--- src/rtl/lwir_lossless_compression.sv ---
// Streaming lossless compressor for 16-bit LWIR pixels.
// Pipeline: previous-pixel delta -> zigzag map -> limited-length Rice code -> MSB-first packer.
// Idle flush emits the partial word left-justified and restarts prediction from zero.
// Optional build macro LWIR_SEGMENT_TRAILER_EN appends a {16'hA5C3, pixel_count} trailer
// word after each flushed segment.
module lwir_lossless_compression #(
  parameter int unsigned K          = 4,
  parameter int unsigned ESC_Q      = 16,
  parameter int unsigned FLUSH_IDLE = 8
) (
  input  logic        clk,
  input  logic        rst,
  input  logic        valid_in,
  input  logic [15:0] pixel_in,
  output logic        valid_out,
  output logic [31:0] stream_out
);

  localparam int unsigned IdleW = (FLUSH_IDLE == 0) ? 1 : $clog2(FLUSH_IDLE + 1);

  // Stage 0: prediction and mapping
  logic [15:0]      prev_q;
  logic [15:0]      u_q;
  logic             v1_q;
  logic [15:0]      prev_eff;
  logic [15:0]      e;
  logic [15:0]      u_d;

  // Stage 1: Rice code
  logic [31:0]      code_q;
  logic [5:0]       len_q;
  logic             v2_q;
  logic [31:0]      code_d;
  logic [5:0]       len_d;
  logic [15:0]      q;
  logic [31:0]      r32;

  // Packer
  logic [63:0]      acc_q;
  logic [63:0]      acc_d;
  logic [63:0]      acc_app;
  logic [6:0]       fill_q;
  logic [6:0]       fill_d;
  logic [6:0]       fill_app;
  logic [6:0]       shamt;
  logic             emit;
  logic [31:0]      word;

  // Idle / flush control
  logic [IdleW-1:0] idle_q;
  logic             idle_hit;
  logic             pipe_empty;
  logic             flush_fire;

`ifdef LWIR_SEGMENT_TRAILER_EN
  logic [15:0]      cnt_q;
  logic [15:0]      trl_cnt_q;
  logic             trl_q;
`endif

  assign idle_hit   = (idle_q == IdleW'(FLUSH_IDLE));
  assign pipe_empty = !v1_q && !v2_q;

`ifdef LWIR_SEGMENT_TRAILER_EN
  assign flush_fire = idle_hit && ((fill_q != 7'd0) || (cnt_q != 16'd0));
`else
  assign flush_fire = idle_hit && (fill_q != 7'd0);
`endif

  // Delta prediction and zigzag mapping; a pixel arriving on the flush cycle predicts from 0
  always_comb begin
    prev_eff = idle_hit ? 16'd0 : prev_q;
    e        = pixel_in - prev_eff;
    u_d      = {e[14:0], 1'b0} ^ {16{e[15]}};
  end

  // Stage 0 register: mapped value and predictor state
  always_ff @(posedge clk) begin
    if (rst) begin
      prev_q <= 16'd0;
      u_q    <= 16'd0;
      v1_q   <= 1'b0;
    end else begin
      v1_q <= valid_in;
      if (valid_in) begin
        u_q    <= u_d;
        prev_q <= pixel_in;
      end else if (idle_hit) begin
        prev_q <= 16'd0;
      end
    end
  end

  // Idle counter: advances only once the pipeline has drained
  always_ff @(posedge clk) begin
    if (rst) begin
      idle_q <= '0;
    end else if (valid_in || idle_hit) begin
      idle_q <= '0;
    end else if (pipe_empty) begin
      idle_q <= idle_q + 1'b1;
    end
  end

  // Rice code, right-aligned in code_d; escape sends u raw after ESC_Q ones
  always_comb begin
    q   = u_q >> K;
    r32 = {16'd0, u_q} & ((32'd1 << K) - 32'd1);
    if (q < 16'(ESC_Q)) begin
      code_d = ((~(32'hFFFF_FFFF << q)) << (K + 1)) | r32;
      len_d  = 6'(q) + 6'(K + 1);
    end else begin
      code_d = ((~(32'hFFFF_FFFF << ESC_Q)) << 16) | {16'd0, u_q};
      len_d  = 6'(ESC_Q + 16);
    end
  end

  // Stage 1 register: code and length
  always_ff @(posedge clk) begin
    if (rst) begin
      code_q <= 32'd0;
      len_q  <= 6'd0;
      v2_q   <= 1'b0;
    end else begin
      v2_q <= v1_q;
      if (v1_q) begin
        code_q <= code_d;
        len_q  <= len_d;
      end
    end
  end

  // Packer: append new code behind existing bits, then emit flush/trailer/full word
  always_comb begin
    shamt = 7'd64 - fill_q - {1'b0, len_q};
    if (v2_q) begin
      acc_app  = acc_q | ({32'd0, code_q} << shamt);
      fill_app = fill_q + {1'b0, len_q};
    end else begin
      acc_app  = acc_q;
      fill_app = fill_q;
    end
    acc_d  = acc_app;
    fill_d = fill_app;
    emit   = 1'b0;
    word   = stream_out;
`ifdef LWIR_SEGMENT_TRAILER_EN
    // Trailer follows the flush cycle, when the pipeline is still empty, so no data word
    // is pending here; if one ever were, it waits in the accumulator headroom.
    if (trl_q) begin
      emit = 1'b1;
      word = {16'hA5C3, trl_cnt_q};
    end else if (flush_fire) begin
      emit   = (fill_q != 7'd0);
      word   = acc_q[63:32];
      acc_d  = 64'd0;
      fill_d = 7'd0;
    end else if (fill_app >= 7'd32) begin
      emit   = 1'b1;
      word   = acc_app[63:32];
      acc_d  = acc_app << 32;
      fill_d = fill_app - 7'd32;
    end
`else
    // On a flush cycle the pipeline is empty, so acc_q holds everything
    if (flush_fire) begin
      emit   = 1'b1;
      word   = acc_q[63:32];
      acc_d  = 64'd0;
      fill_d = 7'd0;
    end else if (fill_app >= 7'd32) begin
      emit   = 1'b1;
      word   = acc_app[63:32];
      acc_d  = acc_app << 32;
      fill_d = fill_app - 7'd32;
    end
`endif
  end

  // Packer and output registers
  always_ff @(posedge clk) begin
    if (rst) begin
      acc_q      <= 64'd0;
      fill_q     <= 7'd0;
      valid_out  <= 1'b0;
      stream_out <= 32'd0;
    end else begin
      acc_q     <= acc_d;
      fill_q    <= fill_d;
      valid_out <= emit;
      if (emit) begin
        stream_out <= word;
      end
    end
  end

`ifdef LWIR_SEGMENT_TRAILER_EN
  // Segment pixel counter; snapshot on flush, a pixel on the flush cycle starts the next one
  always_ff @(posedge clk) begin
    if (rst) begin
      cnt_q     <= 16'd0;
      trl_cnt_q <= 16'd0;
      trl_q     <= 1'b0;
    end else begin
      trl_q <= flush_fire;
      if (flush_fire) begin
        trl_cnt_q <= cnt_q;
        cnt_q     <= valid_in ? 16'd1 : 16'd0;
      end else if (valid_in) begin
        cnt_q <= cnt_q + 16'd1;
      end
    end
  end
`endif

endmodule

--- config.mk ---
export PLATFORM = sky130hd
export DESIGN_NAME = lwir_lossless_compression
export DESIGN_NICKNAME = d
export VERILOG_FILES = /design/src/rtl/lwir_lossless_compression.sv
export SDC_FILE = /design/constraint.sdc
export NUM_CORES = 1
export LEC_CHECK = 0
export CORE_MARGIN = 4
export CORE_UTILIZATION = 60
export DETAILED_ROUTE_END_ITERATION = 10
export HOLD_SLACK_MARGIN = 0.15
export PLACE_DENSITY_LB_ADDON = 0.05
export SETUP_SLACK_MARGIN = 0.3
export SLEW_MARGIN = 20
export SYNTH_ARGS = -nofsm -noshare
export SYNTH_HDL_FRONTEND = slang
export SYNTH_SLANG_ARGS = --single-unit
--- constraint.sdc ---
create_clock -name clk -period 7.73 [get_ports clk]
set_input_delay 1.546 -clock clk [delete_from_list [all_inputs] [get_ports clk]]
set_output_delay 1.546 -clock clk [all_outputs]
set_load 0.01 [all_outputs]
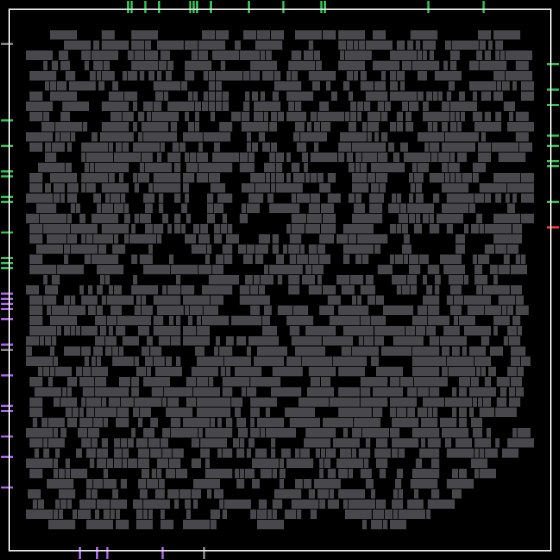
*I/O pins on the die edge*
Pins as bars across the die edge, other pins in grey.
| colour | port | pins | direction | edge |
|---|---|---|---|---|
| green | stream_out | 32 | output | 14 north, 10 west, 8 east |
| purple | pixel_in | 16 | input | 12 west, 4 south |
| red | valid_out | 1 | output | east |
all pins by edge: 24 west, 14 north, 9 east, 5 south

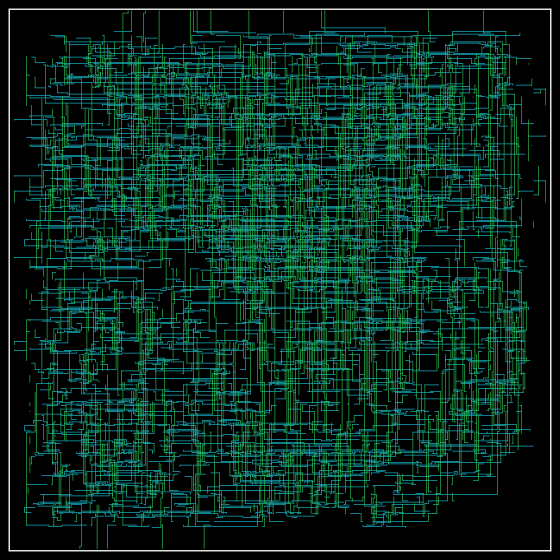
*Wiring by layer*
Only two layers are drawn.
| colour | layer | wire length |
|---|---|---|
| cyan | metal 1 | 13400 µm |
| green | metal 2 | 13300 µm |

==> run_results.csv <==
group,metric,value,unit
layout,nClkBuffers,17,
timing,tns,0,ns
clocking,cts.repair.resized,0,
clocking,cts_buffer_depth,2,
critical_path,crit_start,"len_q[2]",
layout,seqCellArea,3605,µm²
critical_path,rr_endpoint,"stream_out[29]",
synth,xor_area_frac,0.02762,
synth,syn-cell-area,11100,µm²
critical_path,crit_chain,"inv_1, ha_1, fa_1, a211oi_2, or2_0, nand2_1, mux2i_1, nand2_1, a2111oi_0, a221o_1",
timing,finalHoldViolCount,0,
layout,final_cells,1527,
timing,max_freq,235.7,MHz
global_routing,grt_use_met2,0.4478,
clocking,postCtsSetupRepairBufs,0,
synth,ys_sh_adder,0.04668,
placed_design,gp_congestion,1.019,
critical_path,path_depth,10,
layout,finalInstanceArea,12160,µm²
critical_path,startpoint_type,"register",
layout,drive_above_1_share,0.1094,
clocking,cts_made_buffers,17,
global_routing,grt_usage,0.2941,
floorplan,row_count,49,
outcome,status,"completed",
clocking,htreeDepth,4,
power,p_sw_frac,0.4144,
global_routing,grt_pass1_vias,9136,
critical_path,r2r-start,"len_q[2]",
timing,setup_slack,3.488,ns
timing,clock_skew,0.01653,ns
power,clock_net_power,0.873,mW
critical_path,crit_end,"stream_out[29]",
power,peakVddDrop,0.2149,mV
layout,n_all_inverters,40,
timing,period_needed,4.242,ns
layout,ff_count,180,
floorplan,core_region_area,18090,µm²
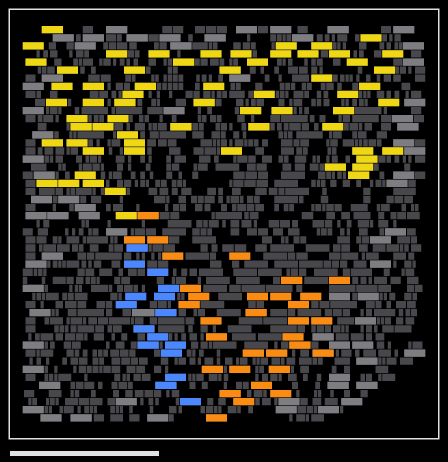
*Sequential cells grouped by signal name*
Bar = 50 µm. Other sequential cells in the stronger grey, the rest of the logic in the fainter grey.
| colour | name in the netlist | sequential cells |
|---|---|---|
| orange | code_q | 32 |
| yellow | acc_q | 64 |
| blue | u_q | 16 |
register fraction of the total cell area: 0.2964
Final Util: 0.6724
Seq group: 1.19 mW

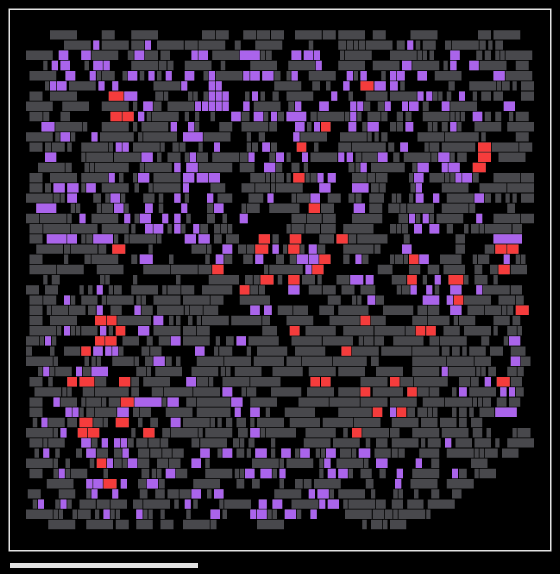
*Selected gate families*
Bar = 50 µm.
| colour | family | cells | most used |
|---|---|---|---|
| red | non-inverting ao/oa cells | 62 | o21a_1 |
| purple | aoi and oai cells | 293 | a21oi_1 |
Commonest Layout Cell: nor2_1
Comb area share: 0.5654

Power figures rest on the tool's default switching activity, not on a simulated workload.
